run_1/wire_density.png
Scale bar: 50 um. 28 x 28 tiles, from dark purple (low) to yellow (high), scaled to the fullest tile. Values are wire area over tile area, all layers added.
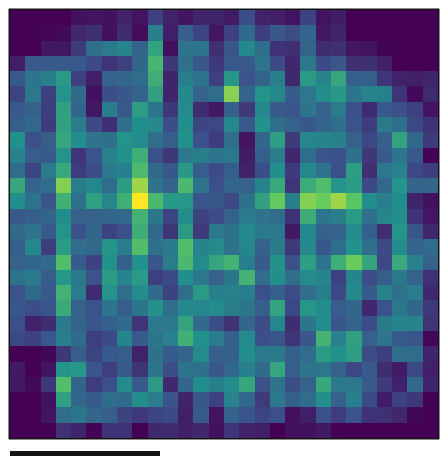
run_1/final_placement.png
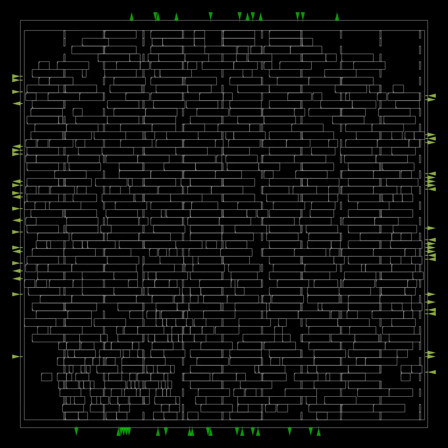
run_1/met4.png
Scale bar: 50 um. Supply wires on this layer in grey.
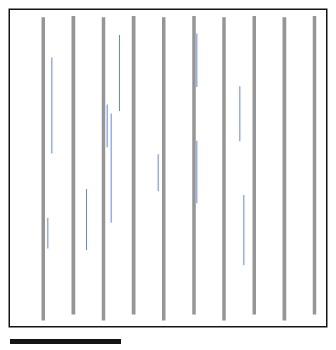
==> config.mk <==
export PLATFORM = sky130hd
export DESIGN_NAME = adder_result_queue
export DESIGN_NICKNAME = d
export VERILOG_FILES = /design/src/rtl/adder_result_queue.sv
export SDC_FILE = /design/constraint.sdc
export NUM_CORES = 1
export LEC_CHECK = 0
export CAP_MARGIN = 30
export CORE_UTILIZATION = 55
export DETAILED_ROUTE_END_ITERATION = 10
export PLACE_DENSITY = 0.72
export SETUP_SLACK_MARGIN = 0.5
export SYNTH_ARGS = -nofsm -noshare
export SYNTH_HDL_FRONTEND = slang
export SYNTH_SLANG_ARGS = --single-unit
export TNS_END_PERCENT = 30
==> constraint.sdc <==
create_clock -name clk_i -period 4.8 [get_ports clk_i]
set_clock_uncertainty 0.2 [all_clocks]
set_input_delay 1.2 -clock clk_i [delete_from_list [all_inputs] [get_ports clk_i]]
set_output_delay 1.2 -clock clk_i [all_outputs]
set_load 0.005 [all_outputs]
==> src/rtl/adder_result_queue.sv <==
// Collects {cout, sum} results from the fixed-latency pipelined adder into a FWFT FIFO,
// with credit-based issue control. Define ADDER_RESULT_QUEUE_COUNT_EN to add pop_count_o.
module adder_result_queue #(
  parameter int unsigned width   = 32,
  parameter int unsigned latency = width / 8,
  parameter int unsigned depth   = 8
) (
  input  logic                   clk_i,
  input  logic                   rst_i,
  input  logic                   in_valid_i,
  output logic                   in_ready_o,
  input  logic [width-1:0]       sum_i,
  input  logic                   cout_i,
  output logic                   out_valid_o,
  input  logic                   out_ready_i,
  output logic [width-1:0]       out_sum_o,
  output logic                   out_cout_o,
  output logic [$clog2(depth):0] level_o
`ifdef ADDER_RESULT_QUEUE_COUNT_EN
  ,
  output logic [31:0]            pop_count_o
`endif
);

  localparam int unsigned PW = $clog2(depth);
  localparam int unsigned CW = PW + 1;

  typedef struct packed {
    logic             cout;
    logic [width-1:0] sum;
  } entry_t;

  entry_t             mem [depth];
  logic [latency-1:0] sr_q, sr_d;
  logic [PW-1:0]      wr_ptr_q, wr_ptr_d;
  logic [PW-1:0]      rd_ptr_q, rd_ptr_d;
  logic [CW-1:0]      level_q, level_d;
  logic [CW-1:0]      inflight_q, inflight_d;
  logic [CW:0]        credit_used;
  logic               issue;
  logic               push;
  logic               pop;

  // Handshakes and head presentation, all derived from registered state.
  always_comb begin
    credit_used = (CW+1)'(level_q) + (CW+1)'(inflight_q);
    in_ready_o  = !rst_i && (credit_used < (CW+1)'(depth));
    issue       = in_valid_i && in_ready_o;
    push        = sr_q[latency-1];
    out_valid_o = (level_q != '0);
    pop         = out_valid_o && out_ready_i;
    out_sum_o   = out_valid_o ? mem[rd_ptr_q].sum  : '0;
    out_cout_o  = out_valid_o ? mem[rd_ptr_q].cout : 1'b0;
    level_o     = level_q;
  end

  // Next-state: issue tracking, pointers, occupancy and in-flight credits.
  always_comb begin
    sr_d       = sr_q;
    wr_ptr_d   = wr_ptr_q;
    rd_ptr_d   = rd_ptr_q;
    level_d    = level_q;
    inflight_d = inflight_q;

    sr_d       = (sr_q << 1) | latency'(issue);
    wr_ptr_d   = wr_ptr_q + PW'(push);
    rd_ptr_d   = rd_ptr_q + PW'(pop);
    level_d    = level_q + CW'(push) - CW'(pop);
    inflight_d = inflight_q + CW'(issue) - CW'(push);
  end

  always_ff @(posedge clk_i) begin
    if (rst_i) begin
      sr_q       <= '0;
      wr_ptr_q   <= '0;
      rd_ptr_q   <= '0;
      level_q    <= '0;
      inflight_q <= '0;
    end else begin
      sr_q       <= sr_d;
      wr_ptr_q   <= wr_ptr_d;
      rd_ptr_q   <= rd_ptr_d;
      level_q    <= level_d;
      inflight_q <= inflight_d;
    end
  end

  // Storage is not reset; outputs are masked while the FIFO is empty.
  always_ff @(posedge clk_i) begin
    if (push) begin
      mem[wr_ptr_q] <= {cout_i, sum_i};
    end
  end

`ifdef ADDER_RESULT_QUEUE_COUNT_EN
  logic [31:0] pop_count_q;

  always_ff @(posedge clk_i) begin
    if (rst_i) begin
      pop_count_q <= '0;
    end else begin
      pop_count_q <= pop_count_q + 32'(pop);
    end
  end

  assign pop_count_o = pop_count_q;
`endif

endmodule

==> qor.yml, run 1 <==
outcome:
  status: "finished, final reports clean"
timing:
  whs_ns: 0.240
  maxSlewViolCount: 0
  max_freq_mhz: 236
  postLayoutSetupSlackWorst_ns: 0.569
  grt_setup_unrepaired: "true"
  worst_pin_slew_ns: 0.643
  final_hold_viol_count: 0
  relSlewSlack_pct: 57.1
  timing.final.crit_share_pct: 88.1
  min_period_ns: 4.23
flow_run:
  tool_warnings: 27
  cap_violations: 0
setup_path:
  worst-endpoint-required_ns: 3.40
  timing.rr.end: "inflight_q[2]"
  reg2regPathDepth: 10
  cp.arrival_ns: 2.83
  path_max_fanout: 3
  r2r_start: "level_o[3]"
  path_class: "input pin to output pin"
  critical_path.most_common_cell: "clkdlybuf4s50_1"
  slowest_stage: "clkdlybuf4s50_1"
  r2r_setup_slack_ns: 1.92
  crit_end: "in_ready_o"
  path_depth: 4
  critPathCaptureType: "output pin"
pwr:
  power_density_nw_per_um2: 502
  p_leak_uw: 0.00422
  vdd_ir_drop_max_v: 0.000316
  p_total_uw: 6500
floorplanning:
  fp_util_pct: 56.9
  die_area_sq_um: 20200
  die_h_um: 142
  die_x_um: 142
  io_pins: 76
finish:
  comb_area_sq_um: 2420
  inverters: 12
  syn2layout_area_growth_pct: 19.7
  fin_cells: 873
  antenna_cells: 0
  num-nets-final: 647
  n_all_buffers: 99
  lay_top_count: "edfxtp_1"
  most-common-layout-cells: "edfxtp_1, clkdlybuf4s50_1, mux4_2, a22o_1, clkbuf_16"
  final_area_sq_um: 13000
  logic_gates: 169
  clkCellAreaFrac_pct: 6.76
  fillCellCount: 1255
  comb_share_pct: 18.7
clock_network:
  clock_latency_ns: 0.52
  htreeDepth: 1
  cts.path.max_buffers: 3
  tritoncts: "done"
  clock_sinks: 282
  postCtsSetupBuffers: 0
  root_buffer: "clkbuf_16"
synthesis:
  ys_chip_area_sq_um: 10800
  area_leaders: "edfxtp_1, mux4_2, dfxtp_1, a22o_1, ha_1"
  mux_share_pct: 14.0
  yosysWarningCount: 0
  ys_sh_aoi_pct: 3.18
  synth_xor_xnor_area_share_pct: 0.405
  top_cell_area_share_pct: 73.3
  ys_async_sr_fraction_pct: 0
  yosys.area.top_type: "edfxtp_1"
  ys_sh_simple_pct: 1.87
  common_cells: "edfxtp_1, mux4_2, a22o_1"
  synth_flops: 282
  edf_count: 264
grt:
  grt_pass1_vias: 5463
  grt_max_degree: 43
  antenna_found_initial: 0
  grt_usage_pct: 20.7
  overflow: 0
  grt_pass1_wl_um: 30600
route:
  route.detailed.drc: 0
  drt-total-wl_um: 20000
  detail_route.wl_per_cell_um: 22.9
  vias: 5029
  drt-vias-per-instance: 5.76
  first_pass_iters: 4
worst_hold_path:
  min_to: "sr_q[1]"
  hold_depth: 1
  hp-class: "register to register"
place:
  dp_slack_ns: 0.581
  io_buffers: 75
  placed_cells: 815
Back to the opening pictures, wire_density.png:
tiles over half the peak	13%
fullest tile	0.50
nearly empty tiles	6.8%
emptiest ninth of the die	north-east
densest ninth of the die	west

Back to the opening pictures, final_placement.png:
n_taps: 260
core area: 19,000 sq um
utilization after layout: 68.1%
seq_cells: 282
std cell rows: 50

Back to the opening pictures, met4.png:
main direction	vertical
longest straight run	49.0 um
wire length on this layer	309 um

-- run 1: where the power goes --
part	switching, uW	internal (uW)	leakage, uW	total [uW]
clock network	856	1200	0.000426	2060
logic	623	988	0.00128	1610
registers	97.1	2730	0.00252	2830
-- run 1: per-layer routing --
layer | track usage (%) | vias to the layer above | share of wire [%] | routed length [um]
met5 | 0 | - | 0 | 0
met4 | 4.81 | 0 | 1.5 | 309
met3 | 3.33 | 26 | 4.2 | 831
met2 | 36.6 | 116 | 52 | 10300
met1 | 27.1 | 2649 | 43 | 8510
li1 | - | 2238 | - | -
-- run 1: sequential cells by signal (all words and copies together), names as in the netlist --
name	cells
level_o	4
mem	264
rd_ptr_q	3
wr_ptr_q	3
sr_q	4
inflight_q	4
==> run 1 -> run 2 <==
Settings changed: CAP_MARGIN 30 to default, TNS_END_PERCENT 30 to 5.
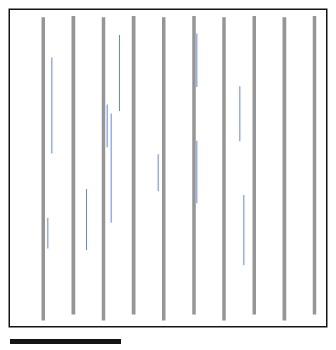
run_2/met4.png
Scale bar: 50 um. Supply wires on this layer in grey.
final wirelength: 20,000 um
total number of vias: 5,029

==> run 2 against run 1 <==
Compared with the run above:
- area after synthesis is the same
- maximum frequency is the same
- flip-flop count is the same
- largest cell class unchanged
==> qor.yml, run 2 <==
outcome:
  status: "finished, final reports clean"
finish:
  antenna_cells: 0  # unchanged
  most-common-layout-cells: "edfxtp_1, clkdlybuf4s50_1, mux4_2, a22o_1, clkbuf_16"
  final_area_sq_um: 13000  # unchanged
  n_all_buffers: 99  # unchanged
  inverters: 12  # unchanged
  num-nets-final: 647  # unchanged
  comb_share_pct: 18.7  # unchanged
  logic_gates: 169  # unchanged
  largest_register_ffs: 264  # unchanged
  seq_cells: 282  # unchanged
  top_register: "mem"
  clkCellAreaFrac_pct: 6.76  # unchanged
  fin_cells: 873  # unchanged
  fillCellCount: 1255  # unchanged
  fin_util_pct: 68.1  # unchanged
route:
  m1WireLength_um: 8510  # unchanged
  dr_wl_met3_um: 831  # unchanged
  first_pass_iters: 4  # unchanged
  topRoutingLayerUsed: "met4"
  route.detailed.drc: 0  # unchanged
  detail_route.wl_per_cell_um: 22.9  # unchanged
floorplanning:
  well_tap_count: 260  # unchanged
  die_h_um: 142  # unchanged
  fp.coreArea_sq_um: 19000  # unchanged
  rows: 50  # unchanged
  io_pins: 76  # unchanged
  die_x_um: 142  # unchanged
  fp_util_pct: 56.9  # unchanged
synthesis:
  edf_count: 264  # unchanged
  common_cells: "edfxtp_1, mux4_2, a22o_1"
  synth_flops: 282  # unchanged
  top_cell_area_share_pct: 73.3  # unchanged
  yosys.area.top_type: "edfxtp_1"
  ys_chip_area_sq_um: 10800  # unchanged
  ys_sh_aoi_pct: 3.18  # unchanged
  synth_xor_xnor_area_share_pct: 0.405  # unchanged
  ys_async_sr_fraction_pct: 0  # unchanged
  ys_sh_simple_pct: 1.87  # unchanged
  mux_share_pct: 14.0  # unchanged
timing:
  grt_setup_unrepaired: "true"
  timing.final.crit_share_pct: 88.1  # unchanged
  maxSlewViolCount: 0  # unchanged
  max_freq_mhz: 236  # unchanged
  whs_ns: 0.240  # unchanged
  relSlewSlack_pct: 57.1  # unchanged
  postLayoutSetupSlackWorst_ns: 0.569  # unchanged
  worst_pin_slew_ns: 0.643  # unchanged
  min_period_ns: 4.23  # unchanged
grt:
  grt_max_degree: 43  # unchanged
  overflow: 0  # unchanged
  met1_usage_pct: 27.1  # unchanged
  grt_pass1_wl_um: 30600  # unchanged
  grt-busiest-layer: "met2"
  grt_use_met3_pct: 3.33  # unchanged
  grt_pass1_vias: 5463  # unchanged
  met2_usage_pct: 36.6  # unchanged
  antenna_found_initial: 0  # unchanged
  grt_usage_pct: 20.7  # unchanged
setup_path:
  r2r_start: "level_o[3]"
  critical_path.most_common_cell: "clkdlybuf4s50_1"
  worst-endpoint-required_ns: 3.40  # about the same
  critPathCaptureType: "output pin"
  path_class: "input pin to output pin"
pwr:
  power_density_nw_per_um2: 502  # unchanged
  p_leak_uw: 0.00422  # unchanged
clock_network:
  root_buffer: "clkbuf_16"
  clock_latency_ns: 0.52  # about the same
place:
  dp_slack_ns: 0.581  # unchanged
  io_buffers: 75  # unchanged
  placed_cells: 815  # unchanged
flow_run:
  cap_violations: 0  # unchanged
  tool_warnings: 27  # unchanged
==> run 2: power breakdown <==
group          switching (uW)  internal, uW  leakage, uW  total [uW]
clock                     856          1200     0.000426        2060
combinational             623           988      0.00128        1610
sequential               97.1          2730      0.00252        2830
total                    1580          4920      0.00422        6500
==> run 2: worst paths after layout <==
kind | endpoint | slack [ns] | cells after the start
min reg2reg | sr_q[1] | 0.24 | 1
max reg2reg | inflight_q[2] | 1.92 | 10
min | sr_q[1] | 0.24 | 1
max | in_ready_o | 0.57 | 4
==> run 2: timing repair <==
item / CTS / global route
endpoints found under the setup margin: 0 / 14
setup buffers: 0 / 7
hold buffers: 0 / 0
==> run 2 -> run 3 <==
Settings changed: SLEW_MARGIN from default to 25.
==> run 3 against run 2 <==
Compared with the run above:
- worst setup slack stayed put
- first-iteration DRC count stayed put
- largest power group unchanged
- final cell count stayed put
- register-to-register slack hardly changed
==> qor.yml, run 3 <==
route:
  first_pass_iters: 4  # unchanged
  drt_iter0_markers: 325
  detail_route.wl_per_cell_um: 22.9  # unchanged
  topRoutingLayerUsed: "met4"
  drt-total-wl_um: 20000  # unchanged
  m1WireLength_um: 8510  # unchanged
  route.detailed.drc: 0  # unchanged
  vias: 5029  # unchanged
  dr_wl_met3_um: 831  # unchanged
  ant_nets: 0
grt:
  antenna_found_initial: 0  # unchanged
  grt_pass1_vias: 5463  # unchanged
  grt_pass1_wl_um: 30600  # unchanged
  grt_max_degree: 43  # unchanged
  grt_usage_pct: 20.7  # unchanged
floorplanning:
  die_area_sq_um: 20200
  rows: 50  # unchanged
  io_pins: 76  # unchanged
  fp_util_pct: 56.9  # unchanged
  die_h_um: 142  # unchanged
  fp.coreArea_sq_um: 19000  # unchanged
  die_x_um: 142  # unchanged
timing:
  postLayoutSetupSlackWorst_ns: 0.569  # unchanged
  timing.final.crit_share_pct: 88.1  # unchanged
  maxSlewViolCount: 0  # unchanged
  min_period_ns: 4.23  # unchanged
  grt_setup_unrepaired: "true"
  worst_pin_slew_ns: 0.643  # unchanged
  whs_ns: 0.240  # unchanged
  relSlewSlack_pct: 57.1  # unchanged
  max_freq_mhz: 236  # unchanged
synthesis:
  mux_share_pct: 14.0  # unchanged
  ys_sh_simple_pct: 1.87  # unchanged
  synth_flops: 282  # unchanged
  synth_seq_share_pct: 76.6
  synth.avg_cell_area_sq_um: 22.3
  ys_async_sr_fraction_pct: 0  # unchanged
  edf_count: 264  # unchanged
  common_cells: "edfxtp_1, mux4_2, a22o_1"
  ys_cells: 486
  ys_sh_aoi_pct: 3.18  # unchanged
  ys_chip_area_sq_um: 10800  # unchanged
  synth_xor_xnor_area_share_pct: 0.405  # unchanged
  yosys.area.top_type: "edfxtp_1"
  logic_family: "multiplexers"
  top_cell_area_share_pct: 73.3  # unchanged
clock_network:
  clock_latency_ns: 0.52  # about the same
  postCtsSetupBuffers: 0  # unchanged
  cts_hold_buf: 0  # unchanged
  root_buffer: "clkbuf_16"
pwr:
  power_frac_clock_pct: 31.7  # about the same
  power_density_nw_per_um2: 502  # unchanged
  pg_comb_uw: 1610  # about the same
  p_seq_share_pct: 43.5  # about the same
  p_sw_uw: 1580  # unchanged
  p_leak_uw: 0.00422  # unchanged
  clock_power_uw: 2060  # about the same
  intPower_uw: 4920  # unchanged
  combPwrFrac_pct: 24.8  # about the same
  swShare_pct: 24.3  # unchanged
  p_seq_uw: 2830  # about the same
  maxPowerGroup: "sequential cells"
finish:
  drive_gt1_share_pct: 22.5
  antenna_cells: 0  # unchanged
  num-nets-final: 647  # unchanged
  top_register: "mem"
  largest_register_ffs: 264  # unchanged
  fin_util_pct: 68.1  # unchanged
  most-common-layout-cells: "edfxtp_1, clkdlybuf4s50_1, mux4_2, a22o_1, clkbuf_16"
  fin_cells: 873  # unchanged
setup_path:
  path_depth: 4  # unchanged
  timing.rr.end: "inflight_q[2]"
  critical_path.most_common_cell: "clkdlybuf4s50_1"
  critPathCaptureType: "output pin"
  path_max_fanout: 3
  critical_path_buf_inv_count: 2
  path_class: "input pin to output pin"
  crit_end: "in_ready_o"
  r2r_start: "level_o[3]"
  r2r_setup_slack_ns: 1.92  # about the same
  reg2regPathDepth: 10  # unchanged
outcome:
  status: "finished, final reports clean"
place:
  io_buffers: 75  # unchanged
  dp_slack_ns: 0.581  # unchanged
  placed_cells: 815  # unchanged
flow_run:
  tool_warnings: 27  # unchanged
  cap_violations: 0  # unchanged
worst_hold_path:
  min_to: "sr_q[1]"
  hold_depth: 1  # unchanged
==> run 3: logic make-up (layout without fill, tap and decap cells) <==
logic type,count (synthesis),count (layout)
DFF,282,282
muxes,67,67
AOI/OAI and AO/OA,41,41
and+or+nand+nor,38,38
buffers and inverters,35,162
adders and majority gates,18,18
xor gates and xnor gates,5,5
==> run 3: final cells by class <==
type | count | area, sq um
multi-input cells | 169 | 2420
flip-flops and latches | 282 | 8300
well taps | 260 | 325
clock inverters | 17 | 131
clock buffers | 34 | 744
fillers | 1255 | 6070
inverters | 12 | 45.0
repair buffers | 99 | 988
==> run 3: metal layers <==
layer / vias up / GRT usage (%)
met3: 26 / 3.33
met2: 116 / 36.6
met5: - / 0
met1: 2649 / 27.1
met4: 0 / 4.81
li1: 2238 / -
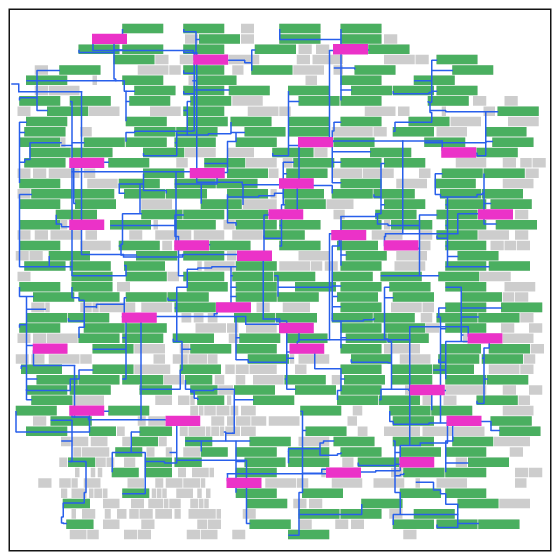
run_3/clock_map.png
[magenta] cells driving clock nets | count: 28
[blue] clock wires | length: 2,870 um
[green] flip-flops | count: 282
flops lie	all over the die
routed clock nets	29

Power is estimated from default activity; no workload was simulated.
